File: src/rtl/x_serializer.sv
// Parallel-to-serial frame source for the sequence detector: emits a word
// MSB-first on x with load/ready handshake, hold stall and an idle gap.
//
// Ports:
//   clock, reset        rising-edge clock, async active-high reset
//   data_in, load       frame word and start request (taken when ready)
//   hold                freezes the shift position while shifting
//   ready, busy         ready only in IDLE; busy in SHIFT or GAP
//   x, x_valid          registered serial bit and its qualifier
//   done                one-cycle pulse after the last bit of a frame
//   bit_idx             index of the bit currently on x
module x_serializer #(
  parameter int   WIDTH      = 8,
  parameter int   GAP_CYCLES = 1,
  parameter logic IDLE_LEVEL = 1'b0
) (
  input  logic                     clock,
  input  logic                     reset,
  input  logic [WIDTH-1:0]         data_in,
  input  logic                     load,
  input  logic                     hold,
  output logic                     ready,
  output logic                     x,
  output logic                     x_valid,
  output logic                     busy,
  output logic                     done,
  output logic [$clog2(WIDTH)-1:0] bit_idx
);

  localparam int IW = $clog2(WIDTH);
  localparam logic [IW-1:0] IDX_TOP = IW'(WIDTH - 1);
  localparam logic [3:0] GAP_LOAD =
    (GAP_CYCLES > 0) ? 4'(GAP_CYCLES - 1) : 4'd0;

  typedef enum logic [1:0] {
    S_IDLE  = 2'd0,
    S_SHIFT = 2'd1,
    S_GAP   = 2'd2
  } state_t;

  state_t           state_q, state_d;
  logic [WIDTH-1:0] sr_q, sr_d;
  logic [IW-1:0]    idx_q, idx_d;
  logic [3:0]       cnt_q, cnt_d;
  logic             x_q, x_d;
  logic             xv_q, xv_d;
  logic             done_q, done_d;

  // sr holds the bits not yet presented, next one in the MSB position;
  // x itself carries the current bit.
  always_comb begin
    state_d = state_q;
    sr_d    = sr_q;
    idx_d   = idx_q;
    cnt_d   = cnt_q;
    x_d     = x_q;
    xv_d    = xv_q;
    done_d  = 1'b0;
    unique case (state_q)
      S_IDLE: begin
        if (load) begin
          sr_d    = data_in << 1;
          x_d     = data_in[WIDTH-1];
          xv_d    = 1'b1;
          idx_d   = IDX_TOP;
          state_d = S_SHIFT;
        end
      end
      S_SHIFT: begin
        if (!hold) begin
          if (idx_q != '0) begin
            x_d   = sr_q[WIDTH-1];
            sr_d  = sr_q << 1;
            idx_d = idx_q - 1'b1;
          end else begin
            x_d    = IDLE_LEVEL;
            xv_d   = 1'b0;
            done_d = 1'b1;
            if (GAP_CYCLES > 0) begin
              state_d = S_GAP;
              cnt_d   = GAP_LOAD;
            end else begin
              state_d = S_IDLE;
            end
          end
        end
      end
      S_GAP: begin
        if (cnt_q == '0) state_d = S_IDLE;
        else             cnt_d   = cnt_q - 1'b1;
      end
      default: state_d = S_IDLE;
    endcase
  end

  always_ff @(posedge clock or posedge reset) begin
    if (reset) begin
      state_q <= S_IDLE;
      sr_q    <= '0;
      idx_q   <= '0;
      cnt_q   <= '0;
      x_q     <= IDLE_LEVEL;
      xv_q    <= 1'b0;
      done_q  <= 1'b0;
    end else begin
      state_q <= state_d;
      sr_q    <= sr_d;
      idx_q   <= idx_d;
      cnt_q   <= cnt_d;
      x_q     <= x_d;
      xv_q    <= xv_d;
      done_q  <= done_d;
    end
  end

  assign ready   = (state_q == S_IDLE);
  assign busy    = (state_q != S_IDLE);
  assign x       = x_q;
  assign x_valid = xv_q;
  assign done    = done_q;
  assign bit_idx = idx_q;

endmodule

File: config.mk
export PLATFORM = sky130hd
export DESIGN_NAME = x_serializer
export DESIGN_NICKNAME = d
export VERILOG_FILES = /design/src/rtl/x_serializer.sv
export SDC_FILE = /design/constraint.sdc
export NUM_CORES = 1
export LEC_CHECK = 0
export ABC_AREA = 0
export CAP_MARGIN = 20
export CORE_MARGIN = 4
export CORE_UTILIZATION = 53
export DETAILED_ROUTE_END_ITERATION = 6
export GPL_ROUTABILITY_DRIVEN = 1
export GPL_TIMING_DRIVEN = 0
export HOLD_SLACK_MARGIN = 0.1
export PLACE_DENSITY = 0.85
export SLEW_MARGIN = 20
export SYNTH_ARGS = -nofsm -noshare
export SYNTH_HDL_FRONTEND = slang
export SYNTH_SLANG_ARGS = --single-unit
File: constraint.sdc
create_clock -name clock -period 2.6 [get_ports clock]
set_input_delay 0.26 -clock clock [delete_from_list [all_inputs] [get_ports clock]]
set_output_delay 0.26 -clock clock [all_outputs]
set_load 0.01 [all_outputs]
==> flow_summary.yaml, run 1 <==
# yosys + openroad results
synthesis:
  ys_sh_adder: 0.05006
  xor_share: 0
  syn-cell-area_um2: 999.7
  synthCells: 90
  yosys.area.top_type: "dfrtp_1"
  ys_cells: 90
  synth_warnings: 0
  ys_seq_frac: 0.4756
  syn_avg_cell_area_um2: 11.11
  ff_type: "dfrtp_1"
  synth_chip_area_um2: 999.7
  ys_top_cells_by_count: "dfrtp_1 (19), mux2_2 (12), inv_1 (10), a21oi_1 (6)"
  aoi_share: 0.1352
  ys_top_logic_family: "multiplexers"
  edf_count: 0
  ys_top_cells_by_area: "dfrtp_1 (48%), mux2_2 (14%), ha_1 (5.0%)"
worst_setup_path:
  path_class: "flop to output port"
  arrival_ns: 1.93
  reg2regPathDepth: 7
  cp-end-kind: "output port"
  rrSetupSlack_ns: 0.72
  path_max_fanout: 10
  rr_startpoint: "bit_idx[0]$_DFFE_PP0P_"
floorplan:
  dieArea_um2: 2645
  coreArea_um2: 1764
  dieWidth_um: 51.43
  io-pin-count: 20
  fp-row-count: 15
  fp.dieH_um: 51.43
power:
  p_switching_uw: 456.6
  maxPowerGroup: "combinational cells"
  switching_share: 0.3577
  p_clk_frac: 0.122
  p_seq_uw: 510
  power_clock_uw: 155
  p_int_uw: 819.8
  total_power_uw: 1276
  p_leak_uw: 0.0005453
sta:
  worst_pin_slew_ns: 0.7228
  rsz0062_at_grt: "no"
  setup_tns_ns: 0
  worst_slack_ns: 0.4085
  timing.fmax_ghz: 0.4563
  max_slew_margin: 0.5176
clocking:
  clockBufferDepth: 2
  cts_made_buffers: 3
  cts_max_level: 1
  root_buffer: "clkbuf_4"
  cts.sinks: 19
  cts_resized: 0
  post_cts_buffers: 0
run:
  cap_viol_max_count: 0
  warnings: 28
finish:
  area_growth_pct: 24.91
  diodes: 0
  drive_above_1_share: 0.2124
grt:
  grt_pass1_vias: 777
  antenna_found_initial: 0
placement:
  dpl_cell_area_um2: 1221
  pre_cts_slack_ns: 0.6361
  portBuffers: 19
  gp_congestion: 0.7745
outcome:
  status: "complete, no violations"
routing:
  vias_per_cell: 5.210
  drc: 0
  finalWirelength_mm: 1.870
  dr.pass1.iters: 4
  wl_per_cell_um: 13.55
min_path:
  hold_path.class: "primary input to async pin"
-- run 1: layout by cell type, fill, tap and decap left out, types with 2 or more instances in the layout --
cell type,n
clkbuf_4,3
a21oi_1,6
clkdlybuf4s50_1,19
mux2_2,12
nor2_1,5
nand3_1,4
a2bb2oi_1,2
o21ai_0,5
inv_1,10
o21a_1,2
nand2_1,2
dfrtp_1,19
ha_1,4
-- run 1: critical path, cell delays in order (launching register included) --
cell	delay (ns)
dfrtp_1	0.47
clkbuf_1	0.41
nor2_1	0.15
inv_1	0.08
clkdlybuf4s50_1	0.52
-- run 1: cell type report --
class | instances | area, um2
Multi-Input combinational cell | 58 | 467.9
Timing Repair Buffer | 19 | 190.2
Buffer | 3 | 18.77
Sequential cell | 19 | 475.5
Fill cell | 149 | 515.5
Clock inverter | 1 | 5.005
Clock buffer | 3 | 22.52
Tap cell | 25 | 31.28
Inverter | 10 | 37.54
-- run 1: worst max-delay path by stage --
stage,slack [ns],end,cells after the start,from
finish,0.41,busy,4,state_q[0]$_DFFE_PP0P_
global route,0.23,busy,4,state_q[0]$_DFFE_PP0P_
CTS,0.40,busy,4,state_q[0]$_DFFE_PP0P_
detailed placement,0.64,sr_q[2]$_DFFE_PP0P_,5,hold
global placement,0.66,sr_q[2]$_DFFE_PP0P_,5,hold
floorplan,0.82,cnt_q[1]$_DFFE_PP0P_,7,bit_idx[0]$_DFFE_PP0P_
-- run 1: flip-flops by register name (all words and copies together) (netlist names) --
signal   count
state_q      2
sr_q         7
done         1
cnt_q        4
bit_idx      3
x            1
x_valid      1
-- run 1: per-layer routing --
metal,part of all wire,global-route usage
met1,0.41,0.2030
met2,0.52,0.2966
met3,0.034,0.02624
met4,0.032,0.1048
met5,0,0
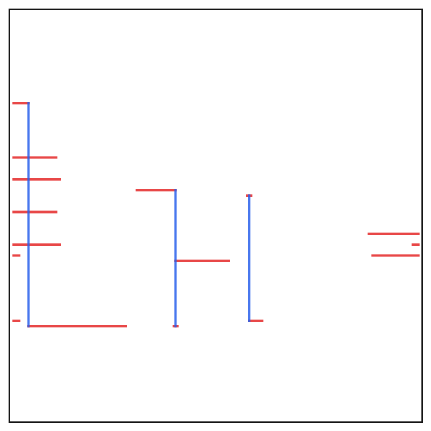
Run 1: metal layers overlaid
Drawn at 8 px/um. Only two layers are drawn.
- metal 3: red (wire length 63.7 um)
- metal 4: blue (wire length 60.5 um)

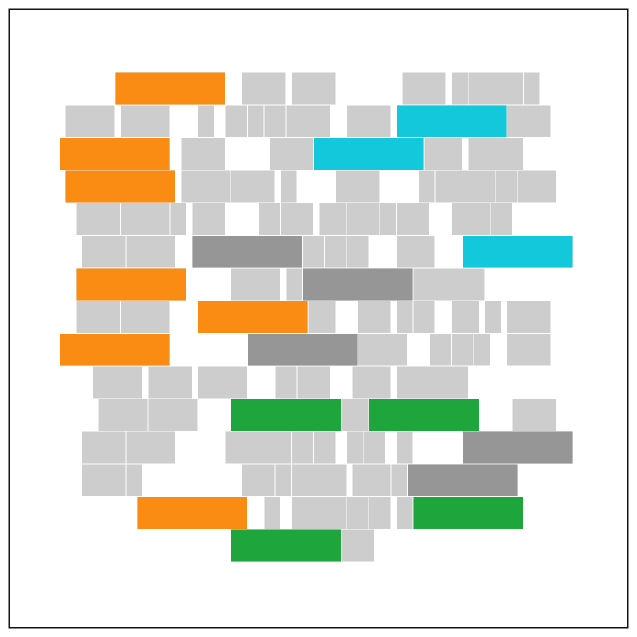
Run 1: sequential cells grouped by signal name
Drawn at 12 px/um. Other sequential cells in the stronger gray, the rest of the logic in the fainter gray.
- bit_idx: cyan (sequential cells 3)
- sr_q: orange (sequential cells 7)
- cnt_q: green (sequential cells 4; where bottom center)
- not colored: 5

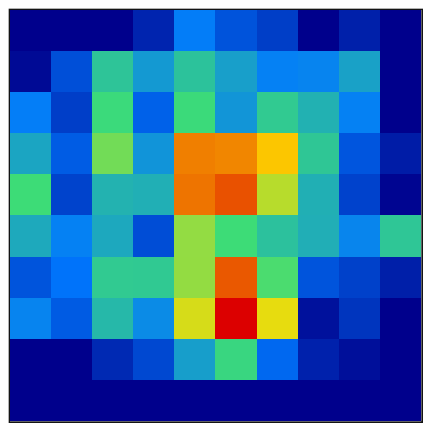
Run 1: wire density map
Drawn at 8 px/um. 10 x 10 tiles, from dark blue (low) to red (high), scaled to the fullest tile. Values are wire area over tile area, all layers added.
- fullest tile: 0.40
- nearly empty tiles: 22%
- tiles over half the peak: 16%
- mean over tiles: 0.11
- emptiest ninth of the die: lower right
- densest ninth of the die: center

Run 1, port wiring:
Drawn at 10 px/um.
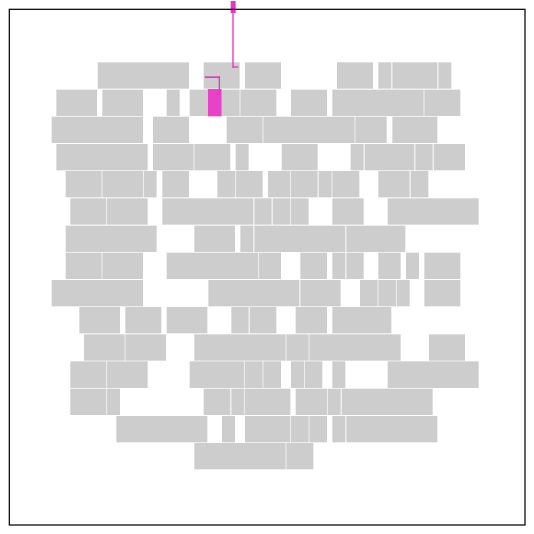

==> run 1 -> run 2 <==
--- a/config.mk
+++ b/config.mk
@@ -8,12 +8,12 @@
 export ABC_AREA = 0
 export CAP_MARGIN = 20
 export CORE_MARGIN = 4
-export CORE_UTILIZATION = 53
+export CORE_UTILIZATION = 45
 export DETAILED_ROUTE_END_ITERATION = 6
 export GPL_ROUTABILITY_DRIVEN = 1
 export GPL_TIMING_DRIVEN = 0
 export HOLD_SLACK_MARGIN = 0.1
-export PLACE_DENSITY = 0.85
+export PLACE_DENSITY = 0.77
 export SLEW_MARGIN = 20
 export SYNTH_ARGS = -nofsm -noshare
 export SYNTH_HDL_FRONTEND = slang
==> constraint.sdc (replaced) <==
create_clock -name clock -period 1.8 [get_ports clock]
set_input_delay 0.18 -clock clock [delete_from_list [all_inputs] [get_ports clock]]
set_output_delay 0.18 -clock clock [all_outputs]
set_load 0.01 [all_outputs]
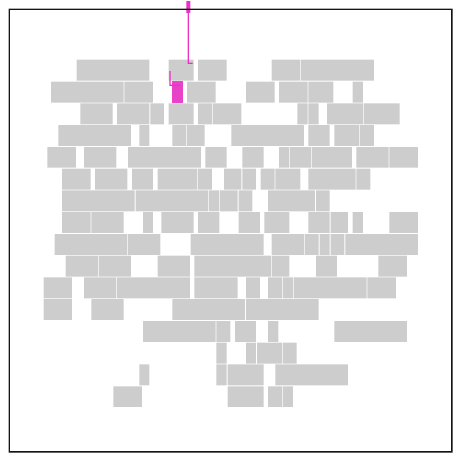
Run 2: port wiring
Drawn at 8 px/um.
- busy: magenta (bits 1; direction output; edge top; end cells 1; buffers 1; wire 9.60 um)
port bufs: 19
I/O pin count: 20

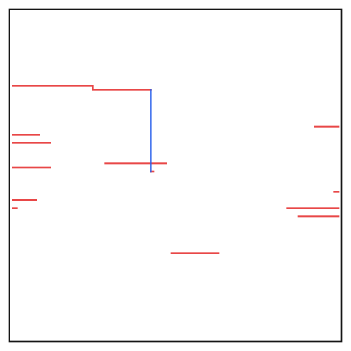
Run 2: metal layers overlaid
Drawn at 6 px/um. Only two layers are drawn.
- metal 3: red (wire length 83.0 um)
- metal 4: blue (wire length 13.6 um)

==> run 2 against run 1 <==
Compared with the run above: area after synthesis unchanged; first-iteration DRC count is 8.3% lower; combinational power is 51% higher; hold slack worse by 0.061 ns; worst setup slack worse by 0.30 ns; global-route usage shrank 2.6 points; sequential share of layout area shrank 0.83 points; utilization decreased by 8.1 points; via count up 0.56%; critical path type is now flop to flop; critical endpoint is now cnt_q[1]$_DFFE_PP0P_; largest power group unchanged; highest routed layer unchanged.
==> flow_summary.yaml, run 2 <==
# yosys + openroad results
worst_setup_path:
  arrival_ns: 1.88
  rrSetupSlack_ns: 0.11
  crit_slowest_cell: "dfrtp_1"
  path_max_fanout: 5
  path_cells: "inv_1 > ha_1 > or2b_4 > nor3_4 > or2_1 > buf_6 > mux2_4"
  reg2regPathDepth: 7
  path_class: "flop to flop"
  path_delay_family: "simple AND/OR/NAND/NOR gates"
  cp-end-kind: "flop"
  rr_startpoint: "bit_idx[1]$_DFFE_PP0P_"
  cp.required_ns: 1.99
  slowest_delay_ns: 0.41
  critPathBufInv: 2
finish:
  diodes: 0
  largest_reg_flops: 7
  regMostFlops: "sr_q"
  num-fill-cells: 183
  comb_area_um2: 473.0
  final_cell_mix: "dfrtp_1 (18), clkdlybuf4s50_1 (17), mux2_2 (12)"
  area_growth_pct: 28.04
  lay_top_count: "dfrtp_1"
  layout.nets: 132
  flop_area_um2: 476.7
  drive_above_1_share: 0.2609
sta:
  worst_pin_slew_ns: 0.7244
  timing.fmax_ghz: 0.5915
  worst_slack_ns: 0.1095
  max_slew_margin: 0.5165
  hold_slack_ns: 0.2934
  clock_skew_ns: 0.0007354
  rsz0062_at_grt: "no"
synthesis:
  syn_avg_cell_area_um2: 11.11
  synth_chip_area_um2: 999.7
  ys_top_cells_by_count: "dfrtp_1 (19), mux2_2 (12), inv_1 (10), a21oi_1 (6)"
  syn-cell-area_um2: 999.7
  yosys.area.top_type: "dfrtp_1"
  synth_warnings: 0
  ff_type: "dfrtp_1"
  synthCells: 90
  syn-num-nets: 106
  ys_top_cells_by_area: "dfrtp_1 (48%), mux2_2 (14%), ha_1 (5.0%)"
  edf_count: 0
  ys_cells: 90
  ys_seq_frac: 0.4756
power:
  switching_share: 0.3528
  p_leak_uw: 0.0005647
  power_clock_uw: 218
  total_power_uw: 1880
  p_clk_frac: 0.116
  p_comb_frac: 0.490
  p_switching_uw: 663.3
  maxPowerGroup: "combinational cells"
  p_int_uw: 1217
  pwr-share-seq: 0.394
  p_seq_uw: 740
routing:
  dr_wl_met3_um: 83
  wl_met1_um: 795
  vias_per_cell: 5.092
  finalWirelength_mm: 1.892
  dr_wl_met2_mm: 1.000
  wl_per_cell_um: 13.32
  drc: 0
  dr.pass1.iters: 4
  highest_layer: "met4"
grt:
  grt_use_met2: 0.2638
  grt_util_met1: 0.1700
  grt.met3_usage: 0.04290
  grt_overflow: 0
  antenna_found_initial: 0
  gr-max-usage-layer: "met2"
  grt_pass1_vias: 707
  grt_max_degree: 20
floorplan:
  dieArea_um2: 3040
  fp.dieH_um: 55.14
  fp-row-count: 16
  coreArea_um2: 2042
  dieWidth_um: 55.14
clocking:
  root_buffer: "clkbuf_4"
  cts_made_buffers: 3
  cts_max_level: 1
  cts_tree: "done"
  cts.sinks: 19
  clockBufferDepth: 2
placement:
  dpl_cell_area_um2: 1224
  pre_cts_slack_ns: -0.06538
  gp_congestion: 0.7788
run:
  cap_viol_max_count: 0
  warnings: 28
outcome:
  status: "complete, no violations"
min_path:
  hold_path.class: "primary input to async pin"
==> run 2: cell counts after synthesis <==
No cell type changed its count.
==> run 2: kinds of logic after synthesis <==
kind of cell	after synthesis	synth area share
AND-OR/OR-AND	20	0.1352
flip-flops	19	0.4756
multiplexers	13	0.1502
adder cells (fa/ha/maj)	4	0.05006
AND/OR/NAND/NOR	21	0.1327
buffers and inverters	13	0.05632
==> run 2: what timing repair did <==
action | 4_1_cts | 5_1_grt
endpoints found under the setup margin | 3 | 7
pin swaps | 0 | 3
buffers inserted | 0 | 2
gates resized | 9 | 1
==> run 2: how the worst max path moves through the flow <==
stage,start,end,slack (ns),cells after the start
5_1_grt,bit_idx[0]$_DFFE_PP0P_,cnt_q[1]$_DFFE_PP0P_,0.02,7
3_3_place_gp,hold,sr_q[2]$_DFFE_PP0P_,-0.07,5
3_5_place_dp,hold,sr_q[4]$_DFFE_PP0P_,-0.07,5
2_1_floorplan,bit_idx[0]$_DFFE_PP0P_,cnt_q[1]$_DFFE_PP0P_,0.02,7
4_1_cts,bit_idx[0]$_DFFE_PP0P_,sr_q[4]$_DFFE_PP0P_,0.02,6
6_report,bit_idx[1]$_DFFE_PP0P_,cnt_q[1]$_DFFE_PP0P_,0.11,7
==> run 2: layout make-up <==
type | instances | share of cell area
Buffer | 3 | 0.02346
Clock buffer | 4 | 0.02053
Inverter | 10 | 0.02933
Multi-Input combinational cell | 58 | 0.3695
Sequential cell | 19 | 0.3724
Tap cell | 27 | 0.02639
Timing Repair Buffer | 21 | 0.1584
==> run 2: stage by stage <==
step	util	TNS (ns)
2_1_floorplan	-	0
3_3_place_gp	0.5993	-0.4422
3_5_place_dp	0.5993	-0.3699
4_1_cts	0.6195	0
5_1_grt	0.6268	0
6_report	0.6268	0
Power is estimated from default activity; no workload was simulated.
